Figure 1. Clock network drawn from the DEF.
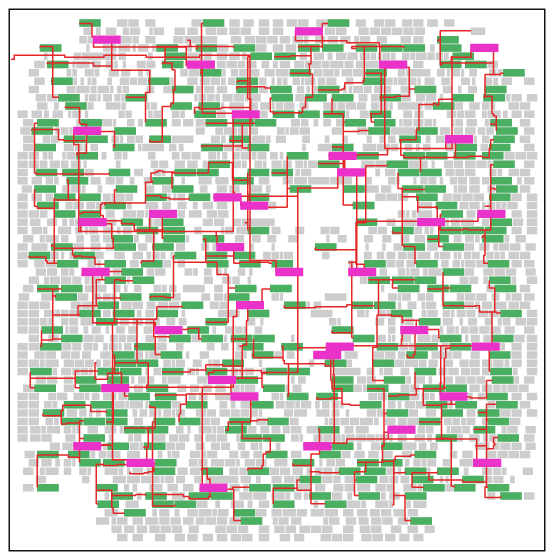
Figure 2. Routing congestion.
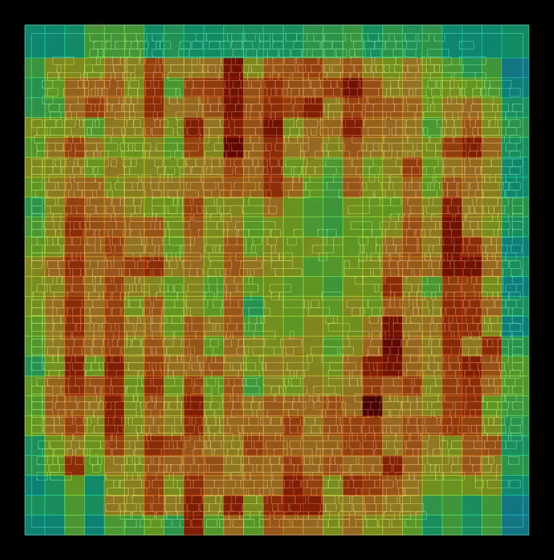
Figure 3. Cells colored by class.
Scale bar: 50 um.
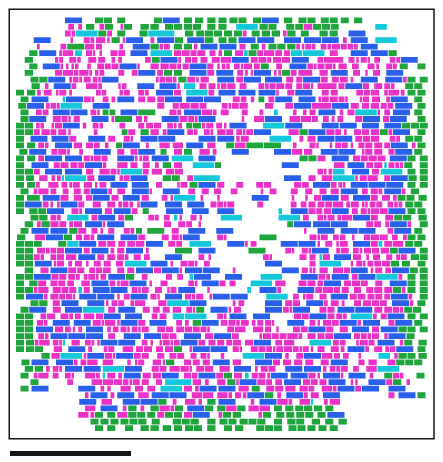
Figure 4. Supply network.
Scale bar: 50 um. Pins as bars on the die edge. Tap cells in gray.
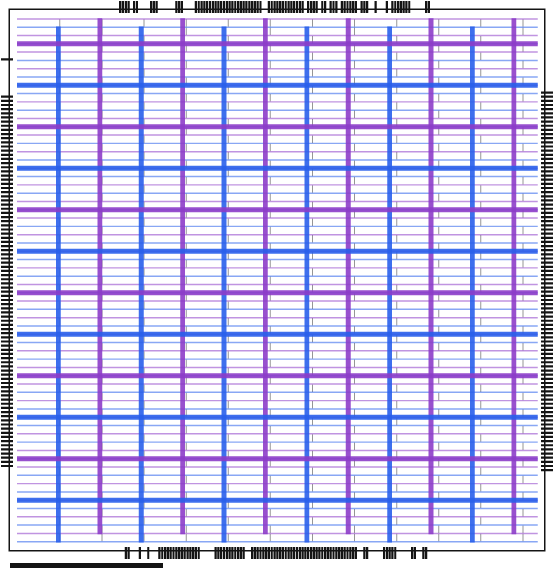
Figure 5. Signal wires by layer.
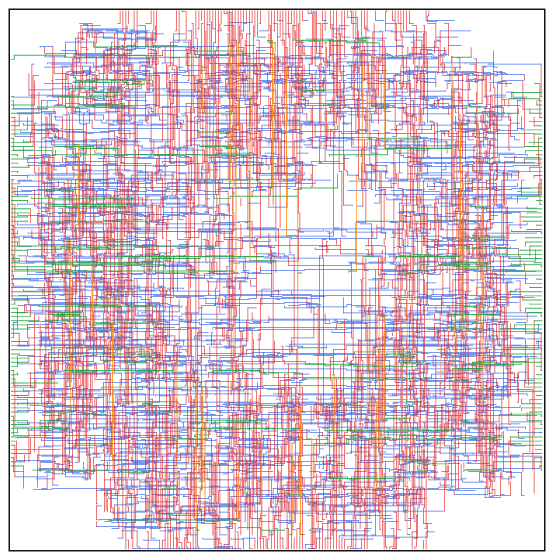
## config.mk

```make
export PLATFORM = sky130hd
export DESIGN_NAME = gf163_multisquare
export DESIGN_NICKNAME = d
export VERILOG_FILES = /design/src/rtl/gf163_pkg.sv /design/src/rtl/square.sv /design/src/rtl/gf163_multisquare.sv
export SDC_FILE = /design/constraint.sdc
export NUM_CORES = 1
export LEC_CHECK = 0
export ABC_CLOCK_PERIOD_IN_PS = 4100
export CORE_AREA = 2 2 173 175
export DETAILED_ROUTE_END_ITERATION = 8
export DIE_AREA = 0 0 175 177
export PLACE_DENSITY = 0.85
export SLEW_MARGIN = 20
export SYNTH_ARGS = -nofsm -noshare
export SYNTH_HDL_FRONTEND = slang
export SYNTH_HIERARCHICAL = 1
export SYNTH_SLANG_ARGS = --single-unit --ignore-timing --ignore-initial --compat-mode --unroll-limit 50000
export TNS_END_PERCENT = 100
```

## constraint.sdc

```tcl
create_clock -name clk -period 4.1 [get_ports clk]
set_input_delay 0.82 -clock clk [delete_from_list [all_inputs] [get_ports clk]]
set_output_delay 0.82 -clock clk [all_outputs]
set_load 0.005 [all_outputs]
```

## src/rtl/gf163_pkg.sv

```systemverilog
// Shared definitions for the GF(2^163) multisquare datapath.
// Field: x^163 + x^7 + x^6 + x^3 + 1; the x^163 term is implicit in GF_POLY.
package gf163_pkg;

  localparam int GF_M = 163;

  typedef logic [GF_M-1:0] gf163_t;

  localparam gf163_t GF_POLY = gf163_t'(8'hC9);

  typedef enum logic [1:0] {
    IDLE,
    RUN,
    DONE
  } msq_state_t;

endpackage

```

## src/rtl/square.sv

```systemverilog
// Combinational squarer in GF(2^163): spread bits to even positions, then reduce.
// Squaring is linear in GF(2), so the whole block collapses to an XOR network.
module square
  import gf163_pkg::*;
(
  input  gf163_t a,
  output gf163_t b
);

  logic [2*GF_M-2:0] wide;

  always_comb begin
    // NOTE: blocking assignments in always_comb, with wide given a value first, so
    // each fold sees the previous one and no latch is inferred.
    wide = '0;
    for (int i = 0; i < GF_M; i++) begin
      wide[2*i] = a[i];
    end
    // Fold from the top down; a fold can land above GF_M-1 and is folded again later.
    for (int i = 2*GF_M-2; i >= GF_M; i--) begin
      if (wide[i]) begin
        wide[i] = 1'b0;
        for (int j = 0; j < GF_M; j++) begin
          if (GF_POLY[j]) wide[i-GF_M+j] = ~wide[i-GF_M+j];
        end
      end
    end
    b = wide[GF_M-1:0];
  end

endmodule

```

## src/rtl/gf163_multisquare.sv

```systemverilog
// Sequential k-fold squarer: msq_b = msq_a^(2^K) using SQ_PER_CYC chained squarers per clock.
// Optional macro GF163_MSQ_ABORT_EN adds an abort input that cancels a job in RUN or DONE.
module gf163_multisquare
  import gf163_pkg::*;
#(
  parameter int SQ_PER_CYC = 1,
  parameter int CNT_W      = 8
) (
  input  logic             clk,
  input  logic             rst,
  input  logic             start,
  output logic             start_rdy,
  input  gf163_t           msq_a,
  input  logic [CNT_W-1:0] msq_k,
  output logic             out_valid,
  input  logic             out_ready,
`ifdef GF163_MSQ_ABORT_EN
  input  logic             abort,
`endif
  output gf163_t           msq_b
);

  if (SQ_PER_CYC < 1 || SQ_PER_CYC > 4) begin : g_bad_param
    $error("SQ_PER_CYC must be in 1..4");
  end

  msq_state_t                       state;
  gf163_t                           acc;
  logic [CNT_W-1:0]                 cnt;
  logic [CNT_W-1:0]                 step;
  logic [SQ_PER_CYC:0][GF_M-1:0]    taps;
  gf163_t                           next_acc;
  logic                             last_step;
  logic                             kill;

  assign taps[0] = acc;

  for (genvar g = 0; g < SQ_PER_CYC; g++) begin : g_chain
    square u_sq (
      .a (taps[g]),
      .b (taps[g+1])
    );
  end

  // Tap mux: use the full chain unless fewer squarings remain.
  always_comb begin
    next_acc = taps[SQ_PER_CYC];
    step     = CNT_W'(SQ_PER_CYC);
    for (int i = 1; i < SQ_PER_CYC; i++) begin
      if (cnt == CNT_W'(i)) begin
        next_acc = taps[i];
        step     = CNT_W'(i);
      end
    end
  end

  assign last_step = (cnt == step);
  assign start_rdy = (state == IDLE) && !rst;

`ifdef GF163_MSQ_ABORT_EN
  assign kill = abort && (state != IDLE);
`else
  assign kill = 1'b0;
`endif

  // NOTE: sequential state uses non-blocking assignments only, so every register
  // samples the pre-edge values of the others.
  always_ff @(posedge clk) begin
    if (rst) begin
      state     <= IDLE;
      acc       <= '0;
      cnt       <= '0;
      out_valid <= 1'b0;
      msq_b     <= '0;
    end else if (kill) begin
      state     <= IDLE;
      cnt       <= '0;
      out_valid <= 1'b0;
      msq_b     <= '0;
    end else begin
      case (state)
        IDLE: begin
          if (start) begin
            acc <= msq_a;
            cnt <= msq_k;
            if (msq_k == '0) begin
              state     <= DONE;
              out_valid <= 1'b1;
              msq_b     <= msq_a;
            end else begin
              state <= RUN;
            end
          end
        end
        RUN: begin
          acc <= next_acc;
          cnt <= cnt - step;
          if (last_step) begin
            state     <= DONE;
            out_valid <= 1'b1;
            msq_b     <= next_acc;
          end
        end
        DONE: begin
          if (out_ready) begin
            state     <= IDLE;
            out_valid <= 1'b0;
          end
        end
        default: state <= IDLE;
      endcase
    end
  end

endmodule

```

==> results_dict.tcl <==
# metrics dict for downstream scripts
set metrics [dict create \
    status "finished, final reports clean" \
    htree_levels 2 \
    r2r_slack_ns 1.21 \
    grt_pass1_wl_um 76200 \
    finalHoldViolCount 0 \
    power.density_mw_per_mm2 451 \
    ys_cells 1624 \
    core_util_floorplan 0.547 \
    detail_route.iter0.violations 1179 \
    fin_area_mm2 0.0206 \
    ys_seq_share 0.422 \
    finalSetupViolations 0 \
    logic_area_mm2 0.00850 \
    min_period_ns 2.89 \
    syn-cell-area_mm2 0.0160 \
    yosysChipArea_mm2 0.0160 \
    cts_tree "done" \
    drc 0 \
    wl_per_cell_um 21.8 \
    drv_cap 0 \
    hold_start "cnt[7]$_SDFFE_PP0P_" \
    core_mm2 0.0292 \
    cp.arrival_ns 3.29 \
    die-area_mm2 0.0310 \
    vias 13600 \
    cts_hold_buf 0 \
    power_mw 9.30 \
    cts_setup_buffers 0 \
    gp_congestion 0.922 \
    mappedNetlistNets 1801 \
    warning_count 33 \
    core.rowCount 63 \
    required_ns 4.50 \
    synth.most_common_cell "dfxtp_1" \
    worstReg2RegEnd "msq_b[21]$_SDFFE_PP0P_" \
    synthArstFlopShare 0 \
    dp_hpwl_um 34100 \
    worstPathMaxFanout 62 \
    clockBufferDepth 3 \
    overflow 0 \
    area_growth_syn_to_layout_pct 28.8 \
    cts_buffers 36 \
    whs_endpoint "cnt[7]$_SDFFE_PP0P_" \
    yosysWarnings 6 \
    slew_headroom 0.409 \
    cts_sinks 337 \
    ys_types 40 \
    cp-end-kind "register" \
    clkSlewWorstSetupHoldPaths_ns 0.06 \
    cts.repair.resized 0 \
    path_class "register to register" \
    finalWorstSetupSlack_ns 1.21 \
    fin_skew_ns 0.0165 \
    placed_cell_area_mm2 0.0194 \
    worst_pin_slew_ns 0.886 \
    root_buffer "clkbuf_16" \
    flop_cell "dfxtp_1" \
    synth.avg_cell_area_um2 9.85 \
    ys.flops 337 \
    drt-total-wl_um 49900 \
    gr-usage-all-layers 0.312 \
    post-place-ws_ns 0.982 \
    top_cells_by_count "dfxtp_1 (337), a211oi_1 (260), nor2_1 (175)" \
    drive_gt1_frac 0.0814 \
    tns_ns 0 \
    leakagePower_nw 7.26 \
    drt-vias-per-instance 5.95 \
    io_pins 340 \
    grt_max_degree 171 \
    ff2ff_path_depth 5 \
    nets 2043 \
    yosysTopAreaCell "dfxtp_1" \
    flop_area_mm2 0.00675 \
    area_leaders "dfxtp_1 (42%), a211oi_1 (12%), mux2i_1 (10%)" \
    final_antenna_net_count 0 \
    drt_pass1_iterations 5 \
    r2r-start "state[0]$_SDFFE_PP0P_" \
    fillCellCount 2146 \
    cp-start-kind "register" \
    finalCritPeriodShare 0.704 \
    top_area_frac 0.422 \
    insertion_delay_ns 0.51 \
    drv_slew 0 \
    grt_pass1_vias 13400 \
    antenna_found_initial 4 \
    synthCells 1624 \
    hold_path.class "register to register" \
    whs_path_depth 2 \
    rsz0062_at_grt "false" \
    io_buffers 339 \
    hold_slack_ns 0.510 \
    edf_count 0 \
    max_clock_freq_ghz 0.346 \
]
Back to the opening pictures, Figure 1:
cells driving clock nets -> magenta  # count 36
flip-flops -> green  # count 337
clock wires -> red  # length 4130 um
flops lie = spread over the die

Back to the opening pictures, Figure 2:
most used routing layer: met2
met1 GRT Util: 0.420
met3 global-route usage: 0.0520

Back to the opening pictures, Figure 3:
flip-flops -> blue  # cells 337
clock drivers and dummy loads -> cyan  # cells 64
other buffers and delay cells -> green  # cells 359
all other logic -> magenta  # cells 1132

Back to the opening pictures, Figure 4:
VDD -> purple
VSS -> blue
met5 straps = 12
met4 straps = 12
die y size: 177 um
die width: 175 um
worst vdd ir: 0.285 mV

Back to the opening pictures, Figure 5:
met1 -> blue  # wire length 21.2 mm
met2 -> red  # wire length 23.1 mm
met3 -> green  # wire length 3700 um
met4 -> orange  # wire length 1840 um

[sequential cells by signal, summed over array words and instances (netlist names)]
register and count:
acc 163, cnt 8, msq_b 163, out_valid 1
state 2
[per-stage QoR]
stage               instances   util
floorplan                1624      -
global placement         2218  0.664
detailed placement       2218  0.664
CTS                      2282  0.704
global route             2285  0.705
finish                   2286  0.705
[how the worst max path moves through the flow]
stage / to / from / slack (ns) / cells past startpoint
global placement: acc[70]$_SDFFE_PP0P_ / start / 1.06 / 6
detailed placement: msq_b[35]$_SDFFE_PP0P_ / msq_k[6] / 0.98 / 6
CTS: msq_b[135]$_SDFFE_PP0P_ / state[0]$_SDFFE_PP0P_ / 1.27 / 5
global route: msq_b[21]$_SDFFE_PP0P_ / state[0]$_SDFFE_PP0P_ / 1.07 / 5
finish: msq_b[21]$_SDFFE_PP0P_ / state[0]$_SDFFE_PP0P_ / 1.21 / 5
floorplan: start_rdy / rst / 1.58 / 4
[worst max-delay path: stages (launching register included)]
cell and delay (ns):
dfxtp_1 0.73, nor2b_4 0.65, and4_4 0.38, buf_4 0.58, nor3_1 0.11, a211oi_1 0.28
[routing by layer]
layer  wire length (um)  global-route usage
met1              21200               0.420
met2              23100               0.500
met3               3700              0.0520
met4               1840               0.125
met5                  0                   0
[final cells by class]
type	instances	share of cell area
Clock buffer	51	0.0509
Multi-Input combinational cell	1128	0.412
Tap cell	390	0.0237
Antenna cell	4	0.000486
Sequential cell	337	0.327
Clock inverter	13	0.00698
Inverter	4	0.000729
Timing Repair Buffer	359	0.178
[placed cells by master (no fill, tap or decap), types with 2 or more instances in the layout]
| master | n |
|---|---|
| o21ai_0 | 2 |
| nor4_1 | 4 |
| mux2i_1 | 164 |
| bufinv_16 | 3 |
| clkbuf_16 | 37 |
| dfxtp_1 | 337 |
| nand2_1 | 4 |
| inv_1 | 4 |
| clkinv_2 | 9 |
| ha_1 | 2 |
| xnor2_1 | 159 |
| a221oi_1 | 2 |
| buf_4 | 11 |
| a211oi_2 | 70 |
| buf_12 | 9 |
| a211oi_1 | 260 |
| a21oi_1 | 6 |
| and4_4 | 2 |
| xnor3_1 | 3 |
| clkbuf_8 | 7 |
| diode_2 | 4 |
| clkdlybuf4s50_1 | 338 |
| a31oi_1 | 2 |
| nor3b_1 | 4 |
| nor2_1 | 174 |
| clkbuf_1 | 7 |
| xor2_1 | 84 |
| nor3_1 | 170 |
[report_power, final]
group          internal, mW  total, mW  switching [mW]
Combinational          1.01       2.07            1.06
Sequential             3.54       3.92           0.379
Clock                  1.97       3.31            1.34
[cells by family after synthesis]
kind of cell,share of synthesized area
and+or+nand+nor,0.102
buffers and inverters,0.0485
muxes,0.103
AOI/OAI and AO/OA,0.185
xor gates and xnor gates,0.138
DFF,0.422
adders and majority gates,0.00156
